==> config.mk <==
export PLATFORM = sky130hd
export DESIGN_NAME = frame_writer
export DESIGN_NICKNAME = d
export VERILOG_FILES = /design/src/rtl/img_pkg.sv /design/src/rtl/pixel_packer.sv /design/src/rtl/frame_writer.sv
export SDC_FILE = /design/constraint.sdc
export NUM_CORES = 1
export LEC_CHECK = 0
export ABC_AREA = 1
export CORE_ASPECT_RATIO = 0.5
export CORE_MARGIN = 2
export CORE_UTILIZATION = 51
export CTS_CLUSTER_SIZE = 8
export DETAILED_ROUTE_END_ITERATION = 8
export GPL_ROUTABILITY_DRIVEN = 1
export PLACE_DENSITY_LB_ADDON = 0.1
export SYNTH_ARGS = -nofsm -noshare
export SYNTH_HDL_FRONTEND = slang
export SYNTH_HIERARCHICAL = 1
export SYNTH_SLANG_ARGS = --single-unit
==> constraint.sdc <==
create_clock -name clock -period 2.02 [get_ports clock]
set_input_delay 0.202 -clock clock [delete_from_list [all_inputs] [get_ports clock]]
set_output_delay 0.202 -clock clock [all_outputs]
set_load 0.005 [all_outputs]
==> src/rtl/img_pkg.sv <==
// ---------------------------------------------------------------------------
// img_pkg
// Shared image-pipeline definitions: default frame geometry and data widths,
// the frame_writer state encoding, and a ceil-divide helper used to size
// word counts and address limits.
// ---------------------------------------------------------------------------
package img_pkg;

    localparam int IMG_WIDTH_DEF  = 720;
    localparam int IMG_HEIGHT_DEF = 540;
    localparam int DWIDTH_IN_DEF  = 8;
    localparam int MEM_DWIDTH_DEF = 32;

    typedef enum logic [1:0] {
        IDLE  = 2'd0,
        RUN   = 2'd1,
        FLUSH = 2'd2,
        DRAIN = 2'd3
    } fw_state_t;

    function automatic int ceil_div(input int num, input int den);
        return (num + den - 1) / den;
    endfunction

endpackage

==> src/rtl/pixel_packer.sv <==
// ---------------------------------------------------------------------------
// pixel_packer
// Packs PPW pixels little-endian into one word (pixel k -> bits
// [k*DWIDTH_IN +: DWIDTH_IN]).
//   clock, reset : rising-edge clock, async active-low reset
//   push, din    : accept one pixel into the current slot
//   clear        : drop the partial word (used once the flush word is taken)
//   word         : completed word while push fills the last slot, otherwise
//                  the partial word with unfilled slots reading as zero
//   word_done    : push is filling slot PPW-1 this cycle
// ---------------------------------------------------------------------------
module pixel_packer #(
    parameter int DWIDTH_IN = 8,
    parameter int PPW       = 4
) (
    input  logic                     clock,
    input  logic                     reset,
    input  logic                     push,
    input  logic                     clear,
    input  logic [DWIDTH_IN-1:0]     din,
    output logic [PPW*DWIDTH_IN-1:0] word,
    output logic                     word_done
);

    localparam int SW = (PPW > 1) ? $clog2(PPW) : 1;

    logic [SW-1:0]                   slot;
    logic [PPW-1:0][DWIDTH_IN-1:0]   pack;
    logic [PPW-1:0][DWIDTH_IN-1:0]   merged;

    assign word_done = push & (slot == SW'(PPW - 1));

    // Merge the incoming pixel so the completing pop can register the full
    // word in the same cycle. The pack register is cleared after every word,
    // so a flushed partial word already has zeroed upper slots.
    always_comb begin
        merged = pack;
        if (push) merged[slot] = din;
    end

    assign word = merged;

    always_ff @(posedge clock or negedge reset) begin
        if (!reset) begin
            slot <= '0;
            pack <= '0;
        end else if (clear || word_done) begin
            slot <= '0;
            pack <= '0;
        end else if (push) begin
            pack[slot] <= din;
            slot       <= slot + SW'(1);
        end
    end

endmodule

==> src/rtl/frame_writer.sv <==
// ---------------------------------------------------------------------------
// frame_writer
// Drains a first-word-fall-through pixel FIFO, counts pixels into
// IMG_WIDTH x IMG_HEIGHT frames, packs them into MEM_DWIDTH words and writes
// the words to sequential addresses from BASE_ADDR with a valid/ready port.
//   clock, reset          : rising-edge clock, async active-low reset
//   enable                : lets a new frame start (sampled in IDLE/DRAIN)
//   fifo_rd_en            : combinational FIFO pop
//   fifo_dout, fifo_empty : FIFO head data / empty flag
//   mem_wr_en, mem_addr,
//   mem_wdata             : registered write request, held until accepted
//   mem_ready             : memory accepts when mem_wr_en & mem_ready
//   frame_done            : one-cycle pulse after the frame's last word
//   frame_checksum        : (FRAME_WRITER_CHECKSUM_EN only) mod-2^16 sum of
//                           the frame's pixels
// Optional build macro: FRAME_WRITER_CHECKSUM_EN.
// ---------------------------------------------------------------------------
module frame_writer
    import img_pkg::*;
#(
    parameter int                    DWIDTH_IN  = DWIDTH_IN_DEF,
    parameter int                    MEM_DWIDTH = MEM_DWIDTH_DEF,
    parameter int                    IMG_WIDTH  = IMG_WIDTH_DEF,
    parameter int                    IMG_HEIGHT = IMG_HEIGHT_DEF,
    parameter int                    ADDR_WIDTH = 18,
    parameter logic [ADDR_WIDTH-1:0] BASE_ADDR  = '0
) (
    input  logic                  clock,
    input  logic                  reset,
    input  logic                  enable,
    output logic                  fifo_rd_en,
    input  logic [DWIDTH_IN-1:0]  fifo_dout,
    input  logic                  fifo_empty,
    output logic                  mem_wr_en,
    output logic [ADDR_WIDTH-1:0] mem_addr,
    output logic [MEM_DWIDTH-1:0] mem_wdata,
    input  logic                  mem_ready,
    output logic                  frame_done
`ifdef FRAME_WRITER_CHECKSUM_EN
    ,
    output logic [15:0]           frame_checksum
`endif
);

    localparam int PPW   = MEM_DWIDTH / DWIDTH_IN;
    localparam int TOTAL = IMG_WIDTH * IMG_HEIGHT;
    localparam int CW    = (TOTAL > 1) ? $clog2(TOTAL) : 1;
    localparam logic [ADDR_WIDTH-1:0] LAST_ADDR =
        BASE_ADDR + ADDR_WIDTH'(ceil_div(TOTAL, PPW) - 1);

    fw_state_t             state, state_nxt;
    logic [CW-1:0]         pix_cnt;
    logic                  last_pix;
    logic                  stall, pop, accept, flush_now;
    logic                  word_done;
    logic [MEM_DWIDTH-1:0] pack_word;

    assign stall      = mem_wr_en & ~mem_ready;
    assign accept     = mem_wr_en & mem_ready;
    assign pop        = (state == RUN) & ~fifo_empty & ~stall;
    assign fifo_rd_en = pop;
    assign last_pix   = (pix_cnt == CW'(TOTAL - 1));
    // FLUSH never sees a pending word in practice, but honour stall anyway.
    assign flush_now  = (state == FLUSH) & ~stall;

    pixel_packer #(
        .DWIDTH_IN (DWIDTH_IN),
        .PPW       (PPW)
    ) u_packer (
        .clock     (clock),
        .reset     (reset),
        .push      (pop),
        .clear     (flush_now),
        .din       (fifo_dout),
        .word      (pack_word),
        .word_done (word_done)
    );

    always_ff @(posedge clock or negedge reset) begin
        if (!reset) state <= IDLE;
        else        state <= state_nxt;
    end

    always_comb begin
        state_nxt = state;
        case (state)
            IDLE:    if (enable) state_nxt = RUN;
            RUN:     if (pop && last_pix) state_nxt = word_done ? DRAIN : FLUSH;
            FLUSH:   if (!stall) state_nxt = DRAIN;
            DRAIN:   if (accept) state_nxt = enable ? RUN : IDLE;
            default: state_nxt = IDLE;
        endcase
    end

    always_ff @(posedge clock or negedge reset) begin
        if (!reset) begin
            mem_wr_en  <= 1'b0;
            mem_addr   <= BASE_ADDR;
            mem_wdata  <= '0;
            frame_done <= 1'b0;
            pix_cnt    <= '0;
        end else begin
            frame_done <= (state == DRAIN) & accept;

            if (pop) pix_cnt <= last_pix ? '0 : pix_cnt + CW'(1);

            // A pop never happens while stalled, so a new word only loads
            // into an empty slot or one being accepted this same cycle.
            if (word_done || flush_now) begin
                mem_wr_en <= 1'b1;
                mem_wdata <= pack_word;
            end else if (accept) begin
                mem_wr_en <= 1'b0;
            end

            // The last word of a frame always sits at LAST_ADDR, so its
            // acceptance rewinds to the frame base.
            if (accept)
                mem_addr <= (mem_addr == LAST_ADDR) ? BASE_ADDR : mem_addr + ADDR_WIDTH'(1);
        end
    end

`ifdef FRAME_WRITER_CHECKSUM_EN
    logic [15:0] csum;

    // Restarts on the first pop of a frame, so the previous total stays
    // visible from frame_done until the next frame actually begins.
    always_ff @(posedge clock or negedge reset) begin
        if (!reset)   csum <= '0;
        else if (pop) csum <= ((pix_cnt == '0) ? 16'd0 : csum) + 16'(fifo_dout);
    end

    assign frame_checksum = csum;
`endif

endmodule
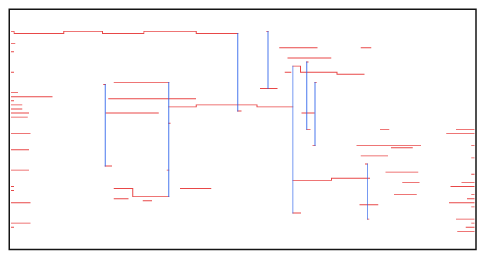
(wiring by layer)
(3 px per um) Only two layers are drawn.
Blue shows met4, wire length 221 um. Red shows met3, wire length 523 um.

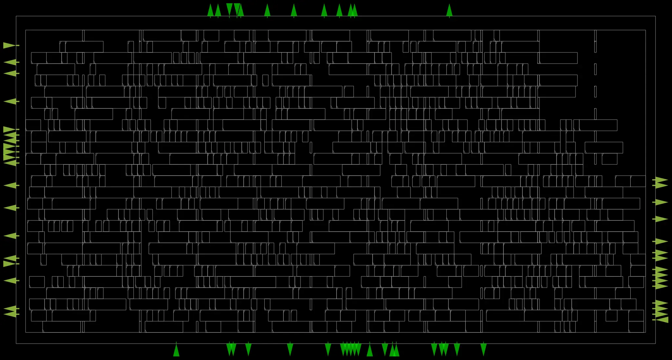
(cell outlines without signal wires)
Well-Tap Cells: 145
number of cells in the finished layout apart from fillers: 974
end-of-flow core utilization: 62.6%
flop share of the area: 38.7%
flop count: 107

==> notes.md <==
Reports from this run.

- The cell-mix breakdown from Yosys lists the adder-cell area share as roughly 2.4%.
- Per the run report, area growth between synthesis and finish was 18.8%.
- The critical path start-end classification reads reg -> out.
- The residual DRC count reads 0.
- The wire length recorded after detailed routing is ~13000 um.
- The clock skew reads about 0.011 ns.
- From bottom edge to top edge, the die measures between 70 and 80 um.
- The fmax reads slightly above 500 MHz.
- The number of unique standard cell types used by synthesis is 34.
- The type of destination of the critical path is a primary output.
- The floorplan report gives the top-level pin count as 66.
- The share of flip-flops with an asynchronous set or reset after synthesis reads 100%.
- The worst path uses a little over nine tenths of the clock period.
- In this run the remaining antenna-violating nets after routing total 0.
- The number of antenna diodes in the final layout is 0.
- The remaining global-route overflow reads 0.
- The headroom to the max-slew limit is 67.0%.
- The total die size is between 10000 and 15000 um2.
- The number of enable flip-flop cells reads 0.
- In the global route stage, overall resource usage came out at about 22%.
- Summing internal, switching and leakage power gives roughly 7500 uW.
- In the final routed layout, each cell accounts on average for approximately 13 um.
- The area of the mapped netlist is a little under 6000 um2.
- The number of OpenROAD warnings reads 33.
- Of the cells placed in the final design, the portion with a size suffix greater than 1 is slightly above 10%.
- In the synthesized netlist, the number of instances is 750.
- The synthesis run shows the most used standard cells to be 246 x sky130_fd_sc_hd__nand2_1, 123 x sky130_fd_sc_hd__inv_1, 107 x sky130_fd_sc_hd__dfrtp_1, 70 x sky130_fd_sc_hd__nor2_1, 55 x sky130_fd_sc_hd__nand3_1.
- The via count of the first global-routing pass reads ~4600.
- Setup repair after global routing left no endpoint under its margin.
- The total instance count after detailed placement reads ~960.
- The violation count after the first detailed-routing iteration reads approximately 340.
- The number of antenna violations at the first check in global routing is 0.
- The stage delay of the slowest cell on the critical path is 0.53 ns.
- The pin count of the biggest net entering global routing is between 40 and 50.
- The number of H-tree branching levels reads 3.
- The total via count after detailed routing reads ~4800.
- The run finished with clean final reports.
- The net total in the final layout reads 848.
- The peak supply drop is roughly 0.54 mV.
- The CTS log lists the clock sinks for this run as 107.
- The count of max-cap constraint violations is 0.
- The post-synthesis cell type with the largest combined area is sky130_fd_sc_hd__dfrtp_1.
- The synthesized-area fraction occupied by ao, oa, aoi and oai cells reads roughly 2.5%.
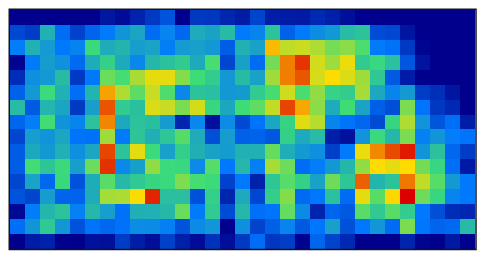
(signal metal coverage by tile)
(3 px per um) 31 x 16 tiles, from dark blue (low) to red (high), scaled to the fullest tile. Values are wire area over tile area, all layers added.
The mean over all tiles is 0.16. 9.1% of the tiles are nearly empty. The fullest tile reaches 0.48. 20% of the tiles are over half the peak. The emptiest ninth of the die: north-east.

## kinds of logic after synthesis
kind of cell               Yosys count
xor gates and xnor gates            10
adders and majority gates           11
AOI/OAI and AO/OA                   27
buffers and inverters              148
and+or+nand+nor                    447
DFF                                107
## sequential cells by signal, indices dropped and copies added (netlist names)
register       count
mem_wdata         32
state              2
u_packer/pack     32
frame_done         1
mem_addr          18
mem_wr_en          1
pix_cnt           19
u_packer/slot      2
## stage by stage
stage,worst slack [ns],instance area (um2),utilization [%],hold WS [ns]
2_1_floorplan,0.0203,5820,-,-0.0936
4_1_cts,0.0448,6920,62.6,0.374
5_1_grt,0.0144,6920,62.6,0.418
3_5_place_dp,0.0382,6590,59.7,0.200
3_3_place_gp,0.122,6590,59.7,0.195
6_report,0.0732,6920,62.6,0.355
## power breakdown
group	total (uW)	switching [uW]	internal [uW]
logic	2690	1540	1150
registers	2970	323	2650
clock network	1850	858	992
total	7510	2720	4790
## area by class of cell
type / count / area (um2) / area share, %
Multi-Input combinational cell: 495 / 2460 / 35.5
Clock inverter: 6 / 78.8 / 1.14
Clock buffer: 10 / 229 / 3.31
Timing Repair Buffer: 82 / 803 / 11.6
Inverter: 129 / 494 / 7.14
Sequential cell: 107 / 2680 / 38.7
Tap cell: 145 / 181 / 2.62
## layer usage
layer,GRT usage (%),up-vias,wire length (um),part of all wire (%)
met2,35.9,91,5660,45
li1,-,2426,-,-
met1,29.4,2229,6140,49
met3,4.99,21,522,4.2
met5,0,-,0,0
met4,7.13,0,221,1.8
## placed cells by master, fill, tap and decap left out, drive strengths merged, types with 11 or more instances in the layout
| master | count |
|---|---|
| nor3 | 22 |
| o21ai | 18 |
| clkdlybuf4s50 | 64 |
| nor2 | 90 |
| inv | 133 |
| ha | 11 |
| dfrtp | 107 |
| nand3 | 63 |
| buf | 17 |
| nand2 | 260 |
## path summary, 6_finish.rpt
| kind | startpoint | endpoint | slack, ns | cells after the start |
|---|---|---|---|---|
| setup / recovery | state[1] | fifo_rd_en | 0.07 | 5 |
| hold / removal | reset | mem_addr[5] | 0.36 | 2 |
| setup reg to reg | state[1] | pix_cnt[5] | 0.15 | 11 |
| hold reg to reg | mem_wdata[8] | mem_wdata[8] | 0.48 | 2 |
| max in group asynchronous | reset | mem_wdata[5] | 1.07 | 3 |
| min in group clock | mem_wdata[8] | mem_wdata[8] | 0.48 | 2 |
## worst max-delay path: cells and delay by family, from the launching register on
family                   cells  cell delay, ns
buffers and inverters        2            0.62
flip-flops                   1            0.42
adder cells (fa/ha/maj)      1            0.18
AND/OR/NAND/NOR              2            0.17
## what timing repair did
item / in CTS / in global routing
hold buffers: 1 / 0
gates resized: 0 / 1
buffers inserted: 1 / 0
endpoints found under the setup margin: 1 / 1
hold endpoints to repair: 34 / 0
pin swaps: 1 / 0
Power and IR drop assume default switching activity.
